### Pin placement, run 1

Drawn at 0.5 px/um. Pins as bars across the die edge, other pins in grey.
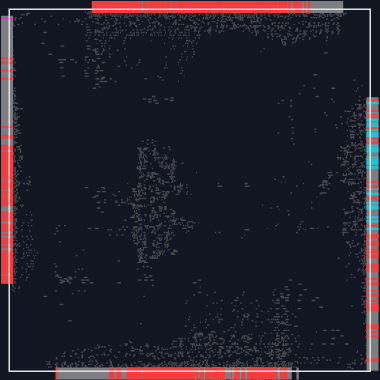
### Cell outlines without signal wires, run 1

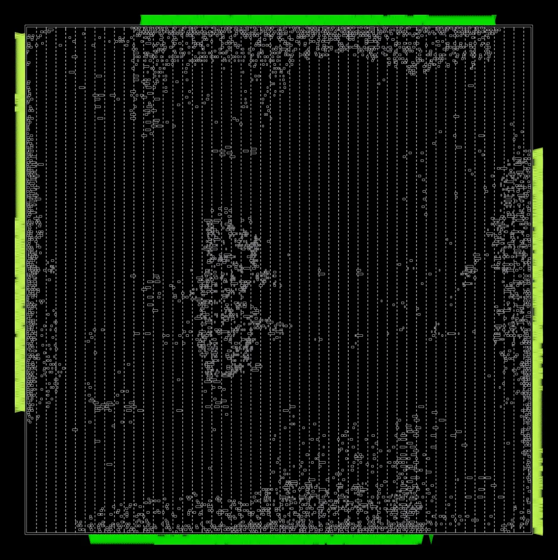
### M2 wires, run 1

Drawn at 1 px/um.
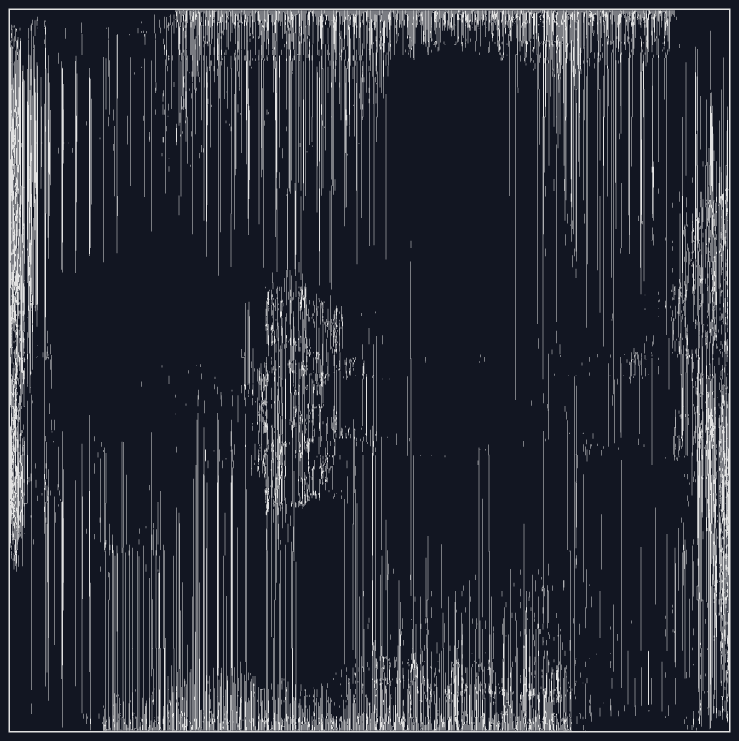
<file path="src/rtl/ofs_plat_axi_mem_rd_credit_arb.sv">
// Two-requester AXI AR arbiter that only grants when the downstream ROB has room
// for the whole burst, tags the ID with the requester index, and demuxes R back.
module ofs_plat_axi_mem_rd_credit_arb #(
    parameter int ID_WIDTH         = 8,
    parameter int LEN_WIDTH        = 8,
    parameter int AR_PAYLOAD_WIDTH = 64,
    parameter int R_PAYLOAD_WIDTH  = 512,
    parameter int NUM_READ_CREDITS = 256,
    // Defaulted so that a full-length burst always fits under the per-requester cap.
    parameter int MAX_PER_REQ      = 256
) (
    input  logic                                      clk,
    input  logic                                      reset,

    input  logic                                      s0_arvalid,
    output logic                                      s0_arready,
    input  logic [ID_WIDTH-1:0]                       s0_ar_id,
    input  logic [LEN_WIDTH-1:0]                      s0_ar_len,
    input  logic [AR_PAYLOAD_WIDTH-1:0]               s0_ar_payload,

    input  logic                                      s1_arvalid,
    output logic                                      s1_arready,
    input  logic [ID_WIDTH-1:0]                       s1_ar_id,
    input  logic [LEN_WIDTH-1:0]                      s1_ar_len,
    input  logic [AR_PAYLOAD_WIDTH-1:0]               s1_ar_payload,

    output logic                                      m_arvalid,
    input  logic                                      m_arready,
    output logic [ID_WIDTH:0]                         m_ar_id,
    output logic [LEN_WIDTH-1:0]                      m_ar_len,
    output logic [AR_PAYLOAD_WIDTH-1:0]               m_ar_payload,

    input  logic                                      m_rvalid,
    output logic                                      m_rready,
    input  logic [ID_WIDTH:0]                         m_r_id,
    input  logic                                      m_r_last,
    input  logic [R_PAYLOAD_WIDTH-1:0]                m_r_payload,

    output logic                                      s0_rvalid,
    input  logic                                      s0_rready,
    output logic [ID_WIDTH-1:0]                       s0_r_id,
    output logic                                      s0_r_last,
    output logic [R_PAYLOAD_WIDTH-1:0]                s0_r_payload,

    output logic                                      s1_rvalid,
    input  logic                                      s1_rready,
    output logic [ID_WIDTH-1:0]                       s1_r_id,
    output logic                                      s1_r_last,
    output logic [R_PAYLOAD_WIDTH-1:0]                s1_r_payload,

    output logic [$clog2(NUM_READ_CREDITS+1)-1:0]     credits_free,
    output logic [$clog2(MAX_PER_REQ+1)-1:0]          s0_outstanding,
    output logic [$clog2(MAX_PER_REQ+1)-1:0]          s1_outstanding
);

    localparam int CW = $clog2(NUM_READ_CREDITS + 1);
    localparam int OW = $clog2(MAX_PER_REQ + 1);
    localparam int BW = LEN_WIDTH + 1;

    if (!(((1 << LEN_WIDTH) <= MAX_PER_REQ) && (MAX_PER_REQ <= NUM_READ_CREDITS))) begin : g_bad_params
        $fatal(1, "ofs_plat_axi_mem_rd_credit_arb: need (1<<LEN_WIDTH) <= MAX_PER_REQ <= NUM_READ_CREDITS");
    end

    logic [CW-1:0]               credits_q, credits_d;
    logic [OW-1:0]               out0_q, out0_d;
    logic [OW-1:0]               out1_q, out1_d;
    logic                        last_q;
    logic                        mvld_q;
    logic [ID_WIDTH:0]           mid_q;
    logic [LEN_WIDTH-1:0]        mlen_q;
    logic [AR_PAYLOAD_WIDTH-1:0] mpl_q;

    logic [BW-1:0] beats0, beats1, beats_g;
    logic          elig0, elig1, load, gnt0, gnt1, gnt;
    logic          sel, rbeat, ret0, ret1, ret;

    // Extra bit keeps len+1 exact even for an all-ones len.
    assign beats0 = BW'(s0_ar_len) + BW'(1);
    assign beats1 = BW'(s1_ar_len) + BW'(1);

    assign elig0 = s0_arvalid
                && (32'(beats0) <= 32'(credits_q))
                && (32'(out0_q) + 32'(beats0) <= 32'(MAX_PER_REQ));
    assign elig1 = s1_arvalid
                && (32'(beats1) <= 32'(credits_q))
                && (32'(out1_q) + 32'(beats1) <= 32'(MAX_PER_REQ));

    // last_q = 1 means s1 won most recently, so s0 takes a tie.
    assign load = !mvld_q || m_arready;
    assign gnt0 = !reset && load && elig0 && (!elig1 || last_q);
    assign gnt1 = !reset && load && elig1 && !gnt0;
    assign gnt  = gnt0 || gnt1;

    assign s0_arready = gnt0;
    assign s1_arready = gnt1;

    assign m_arvalid    = mvld_q;
    assign m_ar_id      = mid_q;
    assign m_ar_len     = mlen_q;
    assign m_ar_payload = mpl_q;

    assign sel       = m_r_id[ID_WIDTH];
    assign s0_rvalid = m_rvalid && !sel;
    assign s1_rvalid = m_rvalid && sel;
    assign m_rready  = sel ? s1_rready : s0_rready;

    assign s0_r_id      = m_r_id[ID_WIDTH-1:0];
    assign s1_r_id      = m_r_id[ID_WIDTH-1:0];
    assign s0_r_last    = m_r_last;
    assign s1_r_last    = m_r_last;
    assign s0_r_payload = m_r_payload;
    assign s1_r_payload = m_r_payload;

    // A beat for a requester with nothing outstanding is ignored so counters never wrap.
    assign rbeat = m_rvalid && m_rready;
    assign ret0  = rbeat && !sel && (out0_q != '0);
    assign ret1  = rbeat && sel && (out1_q != '0);
    assign ret   = ret0 || ret1;

    assign beats_g = gnt0 ? beats0 : (gnt1 ? beats1 : '0);

    assign credits_d = CW'(32'(credits_q) - 32'(beats_g) + 32'(ret));
    assign out0_d    = OW'(32'(out0_q) + (gnt0 ? 32'(beats0) : 32'd0) - 32'(ret0));
    assign out1_d    = OW'(32'(out1_q) + (gnt1 ? 32'(beats1) : 32'd0) - 32'(ret1));

    assign credits_free   = credits_q;
    assign s0_outstanding = out0_q;
    assign s1_outstanding = out1_q;

    always_ff @(posedge clk or posedge reset) begin
        if (reset) begin
            credits_q <= CW'(NUM_READ_CREDITS);
            out0_q    <= '0;
            out1_q    <= '0;
            last_q    <= 1'b1;
            mvld_q    <= 1'b0;
            mid_q     <= '0;
            mlen_q    <= '0;
            mpl_q     <= '0;
        end else begin
            credits_q <= credits_d;
            out0_q    <= out0_d;
            out1_q    <= out1_d;
            if (gnt) begin
                last_q <= gnt1;
            end
            if (load) begin
                mvld_q <= gnt;
            end
            if (gnt) begin
                mid_q  <= gnt1 ? {1'b1, s1_ar_id} : {1'b0, s0_ar_id};
                mlen_q <= gnt1 ? s1_ar_len : s0_ar_len;
                mpl_q  <= gnt1 ? s1_ar_payload : s0_ar_payload;
            end
        end
    end

`ifndef SYNTHESIS
    always_ff @(posedge clk) begin
        if (!reset && rbeat && ((!sel && out0_q == '0) || (sel && out1_q == '0))) begin
            $fatal(1, "ofs_plat_axi_mem_rd_credit_arb: R beat for requester %0d with no outstanding beats", sel);
        end
    end
`endif

endmodule
</file>
<file path="config.mk">
export PLATFORM = sky130hd
export DESIGN_NAME = ofs_plat_axi_mem_rd_credit_arb
export DESIGN_NICKNAME = d
export VERILOG_FILES = /design/src/rtl/ofs_plat_axi_mem_rd_credit_arb.sv
export SDC_FILE = /design/constraint.sdc
export NUM_CORES = 1
export LEC_CHECK = 0
export ABC_AREA = 1
export CAP_MARGIN = 15
export CELL_PAD_IN_SITES_DETAIL_PLACEMENT = 1
export CELL_PAD_IN_SITES_GLOBAL_PLACEMENT = 1
export CORE_AREA = 2 2 717 719
export DETAILED_ROUTE_END_ITERATION = 8
export DIE_AREA = 0 0 719 721
export GPL_TIMING_DRIVEN = 0
export PLACE_DENSITY = 0.33
export SYNTH_ARGS = -nofsm -noshare
export SYNTH_HDL_FRONTEND = slang
export SYNTH_SLANG_ARGS = --single-unit
</file>
<file path="constraint.sdc">
create_clock -name clk -period 20.4 [get_ports clk]
set_input_delay 4.08 -clock clk [delete_from_list [all_inputs] [get_ports clk]]
set_output_delay 4.08 -clock clk [all_outputs]
set_load 0.1 [all_outputs]
</file>
==> out/results.ini, run 1 <==
[finish]
mostFrequentLayoutCells=clkdlybuf4s50_1 (1191), buf_4 (1046), nand2_1 (367)
lay_top_count=clkdlybuf4s50_1
largest_reg_flops=64
layout.nets=4376
drive_gt1_share_pct=39.6
fillCellCount=60800

[logic_synthesis]
synth_compound_gate_area_share_pct=2.04
yosys_area_um2=15600
ys_seq_share_pct=17.7
ys_sh_mux_pct=0
ys_sh_simple_pct=15.0
syn-cell-area_um2=15600
yosysWarnings=0
xor_share_pct=2.14
adder_share_pct=8.04
synthesis.nets=2859

[global_route]
grt_pass1_wl_mm=334
grt_usage_pct=10.7
grt_pass1_vias=20100
grt_max_degree=74
antenna_found_initial=140

[sta]
period_used_pct=66.4
drv_slew=0
period_minus_slack_ns=13.55
fin_skew_ns=0.0291
setup_viol=0
hold_viol_final=0
final.setup.worst_slack_ns=6.85
max-slew-margin-rel_pct=11.0

[die]
fp_util_pct=3.04
core-area_um2=511000
die_area_um2=518000

[clock_tree]
cts_root_buf=clkbuf_16
postCtsSetupBuffers=0
cts_tree=built
clk_pin_slew_ns=0.10
clock_latency_ns=0.46
clk_path_buf_depth=2
cts_resized=0
hold_buffers=0

[worst_setup_path]
endpoint_kind=output port
crit_chain=clkdlybuf4s50_1 > nand3_1 > nor2_1 > nand2_1 > xor2_1 > inv_1 > ha_1 > a21oi_1 > nand3_1 > nand2_1 > nand2_1 > nor2_1 > nand2_1 > a21oi_2 > nand2_4 > inv_2 > buf_2 > clkdlybuf4s50_1
cp_data_arrival_time_ns=9.47
required_ns=16.32
start_kind=input port
cpMaxStageDelayCell=clkdlybuf4s50_1
worst-path-buf-inv=5
path_class=in -> out
crit_fanout=10
cp_top_family=buffers and inverters

[placed_design]
placed_area_um2=40100
place_congestion=1.06
hpwl_mm=277
place_ws_ns=6.52

[min_path]
min_path_type=reg -> reg

[power_and_ir_drop]
netSwitchingFraction_pct=66.7
p_seq_share_pct=10.3
p_comb_share_pct=84.2
intPower_uw=1390
power_density_nw_per_um2=103
clock_power_share_pct=5.5
ir_worst_vdd_v=0.0000489

[drt]
routed_via_density=1.86

[run_status]
status=complete, no violations

-- 'Pin placement' (at the start) --
Red stands for s0_r_payload, pins 512, direction output, edge 221 top, 147 bottom, 94 left, 50 right. Magenta stands for s1_rready, pins 1, direction input, edge left. Cyan stands for m_ar_payload, pins 64, direction output, edge 35 right, 29 bottom.
All pins by edge: 543 top, 511 bottom, 400 right, 392 left.
Buffers on Ports: 1324
Die X-Extent: 719 um
die y size: 721 um

-- 'Cell outlines without signal wires' (at the start) --
Well Taps: 6757
cell row count: 263

-- 'M2 wires' (at the start) --
The wires run mostly vertical. The longest straight run is 430 um. The layer carries 132 mm of wire. The layer holds 46% of the routed length. 3982 nets have wire on it.
M2 GR Usage: 17.3%
via count: 19300
final wirelength: 289 mm

-- run 1: per-stage QoR --
step	cells	util (%)
after floorplan	2072	-
after global placement	10200	7.29
after detailed placement	10300	7.84
after CTS	10300	7.90
after global routing	10400	7.95
final	10400	7.96
-- run 1: cell type report --
| class | instances | area, um2 | share of cell area [%] |
|---|---|---|---|
| Clock inverter | 7 | 86.3 | 0.212 |
| Timing Repair Buffer | 1506 | 16200 | 39.9 |
| Antenna cell | 46 | 115 | 0.283 |
| Multi-Input combinational cell | 743 | 4240 | 10.4 |
| Sequential cell | 110 | 2760 | 6.77 |
| Inverter | 151 | 574 | 1.41 |
| Buffer | 1068 | 8000 | 19.7 |
| Tap cell | 6757 | 8450 | 20.8 |
| Clock buffer | 9 | 225 | 0.554 |
-- run 1: power groups by stage --
| stage | Combinational (uW) | Sequential, uW | Clock [uW] |
|---|---|---|---|
| final | 3510 | 431 | 229 |
| after global placement | 3420 | 442 | 0 |
| after global routing | 3740 | 451 | 254 |
| after detailed placement | 3590 | 443 | 0 |
| after CTS | 3600 | 439 | 252 |
| after floorplan | 1620 | 1140 | 0 |
-- run 1: final timing paths --
check                                       start                to  slack (ns)  cells past startpoint
worst max-delay path                 s0_ar_len[2]        s0_arready        6.85                     18
worst min-delay path             m_ar_payload[57]  m_ar_payload[57]        0.49                      2
worst max register to register  s0_outstanding[0]   credits_free[8]       14.70                     30
worst min register to register   m_ar_payload[57]  m_ar_payload[57]        0.49                      2
max in group asynchronous                   reset  m_ar_payload[62]       15.45                      3
min in group asynchronous                   reset  m_ar_payload[16]        4.01                      2
-- run 1: cells in the mapped netlist --
| cell type | n | area [um2] |
|---|---|---|
| nand2_2 | 12 | 75.1 |
| ha_1 | 92 | 1150 |
| xor2_1 | 30 | 263 |
| nand3b_1 | 4 | 30.0 |
| nor2_4 | 1 | 11.3 |
| o22ai_1 | 1 | 6.26 |
| nand2_4 | 2 | 22.5 |
| clkbuf_1 | 1 | 3.75 |
| o21bai_1 | 1 | 7.51 |
| nand4_1 | 13 | 81.3 |
| nand2_1 | 367 | 1380 |
| nor2_1 | 36 | 135 |
| buf_4 | 1046 | 7850 |
| fa_1 | 5 | 100 |
| nand3_2 | 1 | 10.0 |
| inv_1 | 147 | 552 |
| buf_6 | 6 | 67.6 |
| inv_2 | 3 | 11.3 |
| nor3_1 | 5 | 25.0 |
| o21a_1 | 1 | 7.51 |
| o21ai_0 | 12 | 60.1 |
| a21o_1 | 1 | 7.51 |
| a41oi_1 | 2 | 17.5 |
| clkinv_1 | 1 | 3.75 |
| o211ai_1 | 4 | 30.0 |
| nor4_1 | 2 | 12.5 |
| a21oi_1 | 31 | 155 |
| dfrtp_1 | 108 | 2700 |
| nor3b_1 | 1 | 7.51 |
| a21oi_2 | 3 | 26.3 |
| dfstp_2 | 2 | 52.6 |
| and3b_1 | 2 | 17.5 |
| xnor2_1 | 8 | 70.1 |
| nand3_1 | 106 | 531 |
| buf_2 | 15 | 75.1 |
-- run 1: layer usage --
layer	vias up	share of wire, %	global-route usage, %
li1	8436	-	-
met4	40	3.1	2.79
met5	-	0.095	0
met1	9326	37	11.5
met2	1260	46	17.3
met3	273	14	6.84
==> run 2, diff against run 1 <==
--- a/config.mk
+++ b/config.mk
@@ -9,9 +9,9 @@
 export CAP_MARGIN = 15
 export CELL_PAD_IN_SITES_DETAIL_PLACEMENT = 1
 export CELL_PAD_IN_SITES_GLOBAL_PLACEMENT = 1
-export CORE_AREA = 2 2 717 719
+export CORE_AREA = 2 2 716 718
 export DETAILED_ROUTE_END_ITERATION = 8
-export DIE_AREA = 0 0 719 721
+export DIE_AREA = 0 0 718 720
 export GPL_TIMING_DRIVEN = 0
 export PLACE_DENSITY = 0.33
 export SYNTH_ARGS = -nofsm -noshare
==> constraint.sdc (replaced) <==
create_clock -name clk -period 13.2 [get_ports clk]
set_input_delay 2.64 -clock clk [delete_from_list [all_inputs] [get_ports clk]]
set_output_delay 2.64 -clock clk [all_outputs]
set_load 0.1 [all_outputs]
### Routed metal, one colour a layer, run 2

Drawn at 1 px/um. Only two layers are drawn.
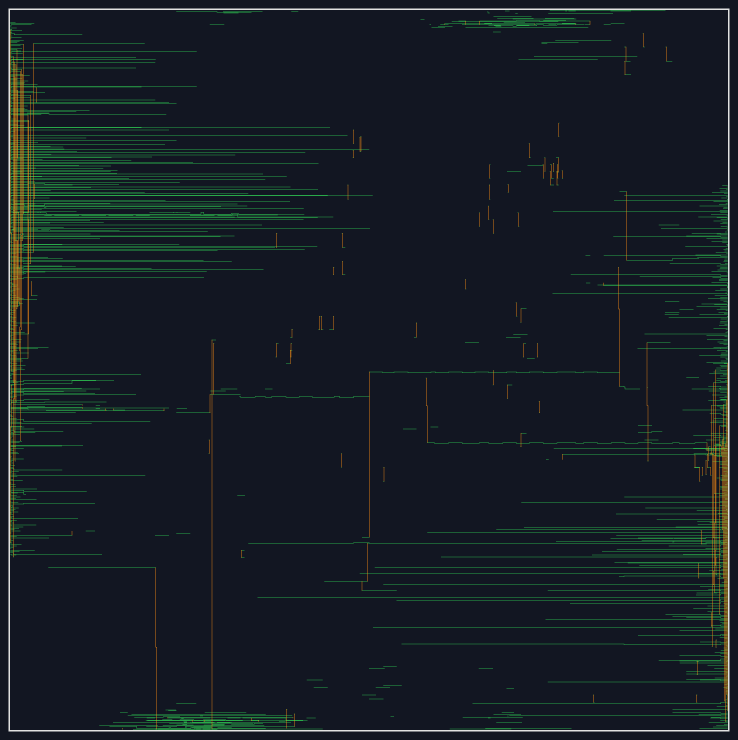
Orange stands for metal 4, wire length 8960 um. Green stands for metal 3, wire length 40.3 mm.
DR WL/cell: 28.1 um
final wirelength: 291 mm
via count: 19500

==> out/results.ini, run 2 <==
[power_and_ir_drop]
p_leak_uw=0.0165  ; was 0.0164 uW
ir_worst_vdd_v=0.0000696  ; was 0.0000489 V
power_density_nw_per_um2=161  ; was 103 nW/um2

[sta]
timing.hold.ws_ns=0.487  ; was 0.493 ns
period_minus_slack_ns=10.19
rsz0062_at_grt=no  ; unchanged
tightestPinTransition_ns=1.31  ; was 1.33 ns
final.setup.worst_slack_ns=3.01  ; was 6.85 ns
drv_slew=0  ; unchanged
hold_viol_final=0  ; unchanged
max_clock_freq_mhz=98.1
fin_skew_ns=0.0403  ; was 0.0291 ns
setup_viol=0  ; unchanged
max-slew-margin-rel_pct=12.5  ; was 11.0%
period_used_pct=77.2

[global_route]
gr-total-overflow=0  ; unchanged
antenna_found_initial=145  ; was 140
grt_pass1_wl_mm=339  ; was 334 mm
grt_max_degree=61  ; was 74
grt_usage_pct=10.8  ; was 10.7%
grt_pass1_vias=20300  ; was 20100

[min_path]
min_path_type=reg -> reg  ; unchanged
worstHoldStart=m_ar_payload[55]  ; was m_ar_payload[57]
hold_end=m_ar_payload[55]  ; was m_ar_payload[57]
holdPathStages=2  ; unchanged

[worst_setup_path]
start_kind=input port  ; unchanged
r2r_cells=30  ; unchanged
r2r-start=s0_outstanding[0]  ; unchanged
crit_fanout=10  ; unchanged
path_class=in -> out  ; unchanged
required_ns=10.56  ; was 16.32 ns
endpoint_kind=output port  ; unchanged
cp_data_arrival_time_ns=7.55  ; was 9.47 ns
crit_start=s0_ar_len[1]  ; was s0_ar_len[2]
r2r-end=credits_free[8]  ; unchanged
r2r_slack_ns=7.65  ; was 14.70 ns

[logic_synthesis]
synthDominantCellAreaShare_pct=50.5  ; unchanged
synth-edff-count=0  ; unchanged
syn-cell-area_um2=15600  ; unchanged
synthArstFlopShare_pct=100  ; unchanged
synth-main-ff-cell=dfrtp_1  ; unchanged
syn_area_per_cell_um2=7.51  ; unchanged
yosysWarnings=0  ; unchanged
synthTopCellsByArea=buf_4 (50%), dfrtp_1 (17%), nand2_1 (8.9%), ha_1 (7.4%), inv_1 (3.5%)  ; unchanged
synth_cell_types=35  ; unchanged
synth_stat.cells=2072  ; unchanged
top_area_cell=buf_4  ; unchanged
synthCells=2072  ; unchanged
synthesis.nets=2859  ; unchanged
synth_flops=110  ; unchanged
ys_seq_share_pct=17.7  ; unchanged
yosys_area_um2=15600  ; unchanged
synth.top_cells.by_count=buf_4 (1046), nand2_1 (367), inv_1 (147)  ; unchanged
synth_dominant_cell_count=buf_4  ; unchanged

[clock_tree]
clk_path_buf_depth=3  ; was 2
cts_resized=0  ; unchanged
postCtsSetupBuffers=0  ; unchanged
clock_latency_ns=0.58  ; was 0.46 ns
htreeDepth=3  ; unchanged
cts_tree=built  ; unchanged
cts_root_buf=clkbuf_16  ; unchanged
clk_pin_slew_ns=0.09  ; was 0.10 ns
numCtsBuffers=13  ; was 9
cts.sinks=110  ; unchanged
hold_buffers=0  ; unchanged

[placed_design]
place_ws_ns=2.82  ; was 6.52 ns
placement.io_buffers=1324  ; unchanged
place_congestion=1.14  ; was 1.06
hpwl_mm=277  ; about the same
dp.cells=10300  ; about the same

[finish]
fillCellCount=60500  ; was 60800
layoutNonFillerInstCount=10400  ; about the same
drive_gt1_share_pct=39.6  ; about the same
area_growth_pct=163  ; was 161%
largest_reg_flops=64  ; unchanged
mostFrequentLayoutCells=clkdlybuf4s50_1 (1198), buf_4 (1046), nand2_1 (367)  ; was clkdlybuf4s50_1 (1191), buf_4 (1046), nand2_1 (367)
layout.nets=4387  ; was 4376
lay_top_count=clkdlybuf4s50_1  ; unchanged

[drt]
drcViolationCount=0  ; unchanged
drt-initial-drc-count=662  ; was 677
ant_nets=0  ; unchanged
routed_via_density=1.88  ; was 1.86
firstDrtPassIters=5  ; unchanged

[die]
num_rows=262  ; was 263
ios=1846  ; unchanged
die_area_um2=517000  ; was 518000 um2
core-area_um2=508000  ; was 511000 um2
fp_util_pct=3.06  ; was 3.04%

[job]
maxCapViolCount=0  ; unchanged
tool_warnings=33  ; was 32

[run_status]
status=complete, no violations  ; unchanged

### Pin placement, run 2

Drawn at 0.5 px/um. Pins as bars across the die edge, other pins in grey.
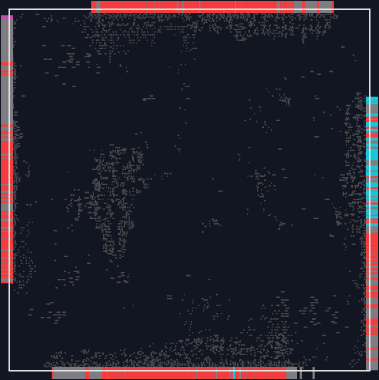
Magenta stands for s1_rready, pins 1, direction input, edge left. Red stands for s0_r_payload, pins 512, direction output, edge 201 top, 175 bottom, 86 left, 50 right. Cyan stands for m_ar_payload, pins 64, direction output, edge 48 right, 14 bottom, 2 top.
Die X-Extent: 718 um
die y size: 720 um

==> run 2: cell count changes in the layout (fill, tap and decap cells not counted), moves of 2 or more <==
cell             change
inv_6                -2
buf_2                -7
clkinv_8             -2
diode_2              +4
clkdlybuf4s50_1      +7
bufinv_16            +2
clkbuf_16            +4
buf_12               +5
==> run 2: kinds of logic after synthesis <==
logic type / count (synthesis) / share of synthesized area [%]
fa+ha+maj: 97 / 8.04
compound gates: 56 / 2.04
xor+xnor: 38 / 2.14
simple gates: 552 / 15.0
buf+inv: 1219 / 55.1
flops: 110 / 17.7
==> run 2: worst max path at each step <==
stage,slack [ns],cells past startpoint,end
finish,3.01,20,s0_arready
global route,2.55,20,s0_arready
CTS,2.81,20,s0_arready
detailed placement,2.82,20,s0_arready
global placement,-5.78,8,s1_arready
floorplan,3.63,8,s0_arready
==> run 2: worst max-delay path, cell delays in order <==
cell	delay [ns]
clkdlybuf4s50_1	0.76
ha_1	0.29
nand3_1	0.12
and3b_1	0.28
xnor2_1	0.12
inv_1	0.13
ha_1	0.36
nand2_1	0.11
inv_1	0.05
a21oi_2	0.14
nand2_1	0.08
nand2_1	0.06
nand2_1	0.05
nor2_1	0.09
nand2_1	0.08
a21oi_2	0.21
nand2_4	0.20
inv_2	0.21
buf_2	0.31
clkdlybuf4s50_1	1.20
==> run 2: area by class of cell <==
class	instances	area, um2	share of cell area (%)
Inverter	151	574	1.40
Tap cell	6732	8420	20.6
Clock buffer	13	325	0.795
Timing Repair Buffer	1513	16400	40.1
Multi-Input combinational cell	743	4240	10.4
Buffer	1068	8000	19.5
Sequential cell	110	2760	6.73
Clock inverter	4	77.6	0.189
Antenna cell	50	125	0.306
==> run 2: metrics by stage <==
stage	total power [uW]	TNS [ns]	cell area (um2)	utilization, %
floorplan	4280	0	15600	-
global placement	6040	-313.31	37200	7.32
detailed placement	6260	0	40200	7.91
CTS	6790	0	40600	7.99
global route	7010	0	40900	8.04
finish	6580	0	40900	8.05
==> run 2: power by group <==
group	internal (uW)	leakage (uW)	switching, uW	total, uW
clock network	221	0.000197	235	455
registers	520	0.00135	158	678
logic	1460	0.0150	3990	5450
total	2200	0.0165	4380	6580
==> run 2: routing by layer <==
layer / global-route usage, % / vias up / routed length, um
li1: - / 8449 / -
met1: 11.8 / 9401 / 110000
met2: 17.4 / 1314 / 132000
met3: 6.88 / 290 / 40300
met4: 2.98 / 42 / 8960
met5: 0 / - / 433
==> run 3, diff against run 2 <==
--- a/config.mk
+++ b/config.mk
@@ -9,11 +9,11 @@
 export CAP_MARGIN = 15
 export CELL_PAD_IN_SITES_DETAIL_PLACEMENT = 1
 export CELL_PAD_IN_SITES_GLOBAL_PLACEMENT = 1
-export CORE_AREA = 2 2 716 718
+export CORE_AREA = 2 2 719 721
 export DETAILED_ROUTE_END_ITERATION = 8
-export DIE_AREA = 0 0 718 720
+export DIE_AREA = 0 0 721 723
 export GPL_TIMING_DRIVEN = 0
-export PLACE_DENSITY = 0.33
+export PLACE_DENSITY = 0.34
 export SYNTH_ARGS = -nofsm -noshare
 export SYNTH_HDL_FRONTEND = slang
 export SYNTH_SLANG_ARGS = --single-unit
==> constraint.sdc (replaced) <==
create_clock -name clk -period 9.31 [get_ports clk]
set_input_delay 1.862 -clock clk [delete_from_list [all_inputs] [get_ports clk]]
set_output_delay 1.862 -clock clk [all_outputs]
set_load 0.1 [all_outputs]
### Port wiring, run 3

Drawn at 1 px/um.
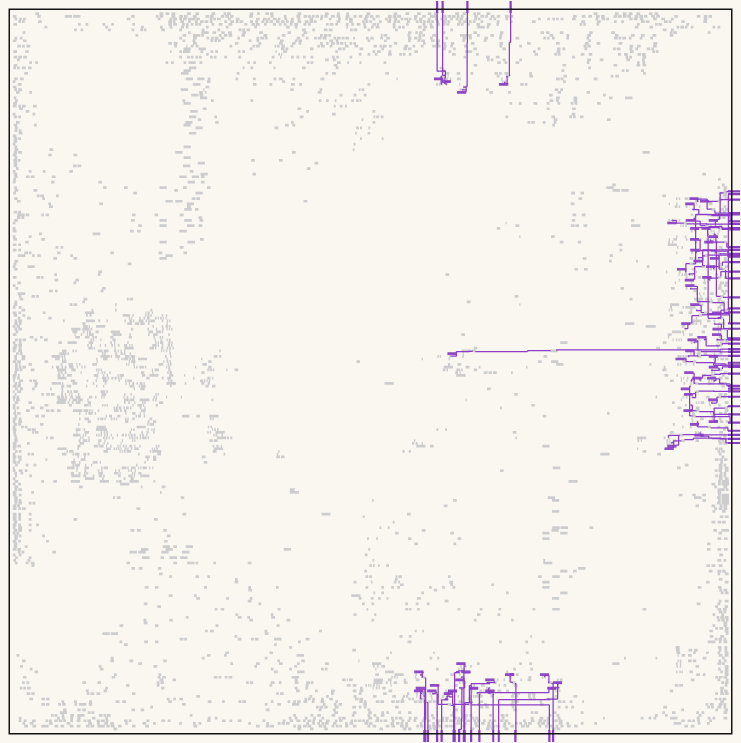
Purple stands for m_ar_payload, bits 64, direction output, edge 43 right, 17 bottom, 4 top, end cells 64, buffers 65, wire 3850 um.
I/O pins: 1846

==> out/results.ini, run 3 <==
[run_status]
status=complete, no violations  ; unchanged

[finish]
layout.nets=4326  ; was 4387
mostFrequentLayoutCells=clkdlybuf4s50_1 (1243), buf_4 (1046), nand2_1 (367)  ; was clkdlybuf4s50_1 (1198), buf_4 (1046), nand2_1 (367)
lay_top_count=clkdlybuf4s50_1  ; unchanged
flop_area_um2=2760  ; unchanged
area_growth_pct=157  ; was 163%
final_util_pct=7.77  ; was 8.05%
drive_gt1_share_pct=37.2  ; was 39.6%
largest_reg_flops=64  ; unchanged
logic_area_um2=4240  ; unchanged

[worst_setup_path]
cpMaxStageDelayCell=clkdlybuf4s50_1  ; unchanged
slowest_delay_ns=0.94  ; was 1.20 ns
endpoint_kind=output port  ; unchanged
path_class=in -> out  ; unchanged
crit_start=s1_ar_len[1]  ; was s0_ar_len[1]
crit_fanout=10  ; unchanged
cp_data_arrival_time_ns=6.96  ; was 7.55 ns
r2r_cells=32  ; was 30
r2r-start=s1_outstanding[0]  ; was s0_outstanding[0]
start_kind=input port  ; unchanged
required_ns=7.45  ; was 10.56 ns
crit_chain=clkdlybuf4s50_1 > ha_1 > nand3_1 > and3b_1 > nand2_1 > nor2_1 > ha_1 > a21o_1 > nor2_1 > nand3_1 > nand2_1 > nand2_1 > nor2_1 > nand2_2 > nor2_4 > nand2_4 > inv_2 > buf_2 > clkdlybuf4s50_1 > buf_12  ; was clkdlybuf4s50_1 > ha_1 > nand3_1 > and3b_1 > xnor2_1 > inv_1 > ha_1 > nand2_1 > inv_1 > a21oi_2 > nand2_1 > nand2_1 > nand2_1 > nor2_1 > nand2_1 > a21oi_2 > nand2_4 > inv_2 > buf_2 > clkdlybuf4s50_1

[clock_tree]
postCtsSetupBuffers=0  ; unchanged
cts_root_buf=clkbuf_16  ; unchanged
clk_path_buf_depth=3  ; unchanged
cts_tree=built  ; unchanged
htreeDepth=3  ; unchanged
cts.sinks=110  ; unchanged
clk_pin_slew_ns=0.06  ; was 0.09 ns
numCtsBuffers=13  ; unchanged
clock_latency_ns=0.58  ; about the same

[logic_synthesis]
synth-main-ff-cell=dfrtp_1  ; unchanged
yosys_area_um2=15600  ; unchanged
synth_stat.cells=2072  ; unchanged
synth.top_cells.by_count=buf_4 (1046), nand2_1 (367), inv_1 (147)  ; unchanged
top_area_cell=buf_4  ; unchanged
synth_cell_types=35  ; unchanged
syn_area_per_cell_um2=7.51  ; unchanged
syn-cell-area_um2=15600  ; unchanged
synthesis.nets=2859  ; unchanged
synthArstFlopShare_pct=100  ; unchanged
synthDominantCellAreaShare_pct=50.5  ; unchanged
yosysWarnings=0  ; unchanged
synthCells=2072  ; unchanged
ys_seq_share_pct=17.7  ; unchanged
synthTopCellsByArea=buf_4 (50%), dfrtp_1 (17%), nand2_1 (8.9%), ha_1 (7.4%), inv_1 (3.5%)  ; unchanged
synth_flops=110  ; unchanged
synth_dominant_cell_count=buf_4  ; unchanged
synth-edff-count=0  ; unchanged

[min_path]
worstHoldStart=m_ar_id[1]  ; was m_ar_payload[55]
min_path_type=reg -> reg  ; unchanged
holdPathStages=2  ; unchanged

[drt]
wl_mm=304  ; was 291 mm
ant_nets=0  ; unchanged
routed_via_density=1.82  ; was 1.88
vias=18900  ; was 19500
wl_per_cell_um=29.3  ; was 28.1 um
firstDrtPassIters=5  ; unchanged
drcViolationCount=0  ; unchanged
drt-initial-drc-count=585  ; was 662

[sta]
max-slew-margin-rel_pct=10.6  ; was 12.5%
period_used_pct=94.8
fin_skew_ns=0.0570  ; was 0.0403 ns
drv_slew=0  ; unchanged
tightestPinTransition_ns=1.34  ; was 1.31 ns
setup_viol=0  ; unchanged
max_clock_freq_mhz=113
hold_viol_final=0  ; unchanged
rsz0062_at_grt=no  ; unchanged
period_minus_slack_ns=8.83

[die]
die_w_um=721  ; was 718 um
die_y_um=723  ; was 720 um
die_area_um2=521000  ; was 517000 um2
num_rows=264  ; was 262
fp_util_pct=3.02  ; was 3.06%

[power_and_ir_drop]
total_power_uw=9060  ; was 6580 uW
ir_worst_vdd_v=0.0000968  ; was 0.0000696 V
power_density_nw_per_um2=227  ; was 161 nW/um2
p_leak_uw=0.0160  ; was 0.0165 uW

[global_route]
gr-total-overflow=0  ; unchanged
grt_pass1_wl_mm=346  ; was 339 mm
antenna_found_initial=158  ; was 145
grt_usage_pct=11.2  ; was 10.8%
grt_pass1_vias=19600  ; was 20300
grt_max_degree=62  ; was 61

[job]
tool_warnings=32  ; was 33
maxCapViolCount=0  ; unchanged

[placed_design]
placement.io_buffers=1324  ; unchanged
place_congestion=0.947  ; was 1.14
hpwl_mm=290  ; was 277 mm

### Cell outlines without signal wires, run 3

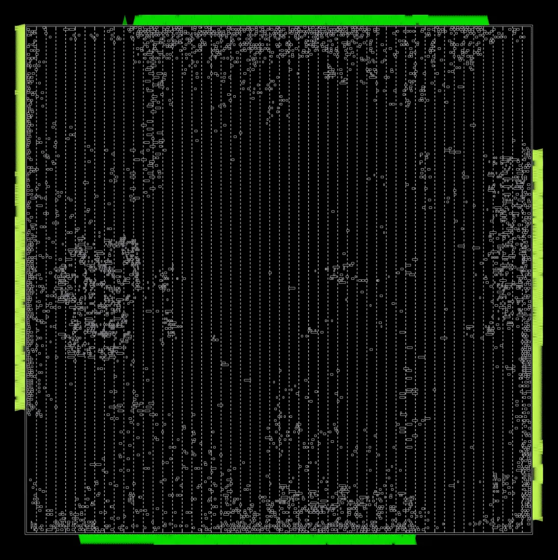
Fillers: 61300
register share of the cell area: 6.89%
Core ar.: 515000 um2

==> run 3: layout make-up <==
type | count | share of cell area [%]
inverter | 151 | 1.44
sequential | 110 | 6.89
multi-input combinational | 743 | 10.6
clock inverter | 3 | 0.109
antenna | 55 | 0.344
timing repair buffer | 1452 | 38.6
clock buffer | 14 | 0.848
tap | 6783 | 21.2
buffer | 1068 | 20.0
==> run 3: metal layers <==
layer  global-route usage (%)  routed length [um]  vias up
li1                         -                   -     8343
met1                     12.8              120000     9032
met2                     18.3              141000     1229
met3                     5.70               34400      270
met4                     2.93                9020       12
met5                        0                  81        -
==> run 3: worst paths after layout <==
check	slack, ns	end
max	0.48	s1_arready
min in group asynchronous	1.75	m_ar_payload[24]
min reg2reg	0.48	m_ar_id[1]
max in group asynchronous	6.51	credits_free[1]
max reg2reg	3.22	credits_free[8]
min	0.48	m_ar_id[1]
==> run 3: cell families after synthesis <==
| logic type | count (synthesis) | share of synthesized area, % |
|---|---|---|
| buf+inv | 1219 | 55.1 |
| xor+xnor | 38 | 2.14 |
| fa+ha+maj | 97 | 8.04 |
| flops | 110 | 17.7 |
| compound gates | 56 | 2.04 |
| simple gates | 552 | 15.0 |
==> run 3: where the power goes <==
group	switching (uW)	internal (uW)	leakage, uW
clock network	315	292	0.000190
logic	5630	1890	0.0144
registers	207	737	0.00135
total	6150	2920	0.0160
==> run 3: what timing repair did <==
item / 4_1_cts / 5_1_grt
hold buffers: 0 / 0
endpoints found under the setup margin: 1 / 0
resized: 1 / 0
==> run 3: stage by stage <==
stage	instances	hold slack [ns]	worst slack (ns)	TNS, ns	instance area, um2
after floorplan	2072	0.524	1.29	0	15600
after global placement	10200	0.469	-8.74	-746.94	37300
after detailed placement	10300	0.469	-0.128	-0.181	39200
after CTS	10300	0.485	0.239	0	39600
after global routing	10400	0.509	0.0443	0	40000
final	10400	0.479	0.484	0	40000
==> run 3: critical path, delay by kind of cell <==
family	cells	cell delay (ns)
AND-OR/OR-AND	1	0.16
AND/OR/NAND/NOR	12	1.94
buffers and inverters	5	2.26
adder cells (fa/ha/maj)	2	0.63
Power and IR drop assume default switching activity.
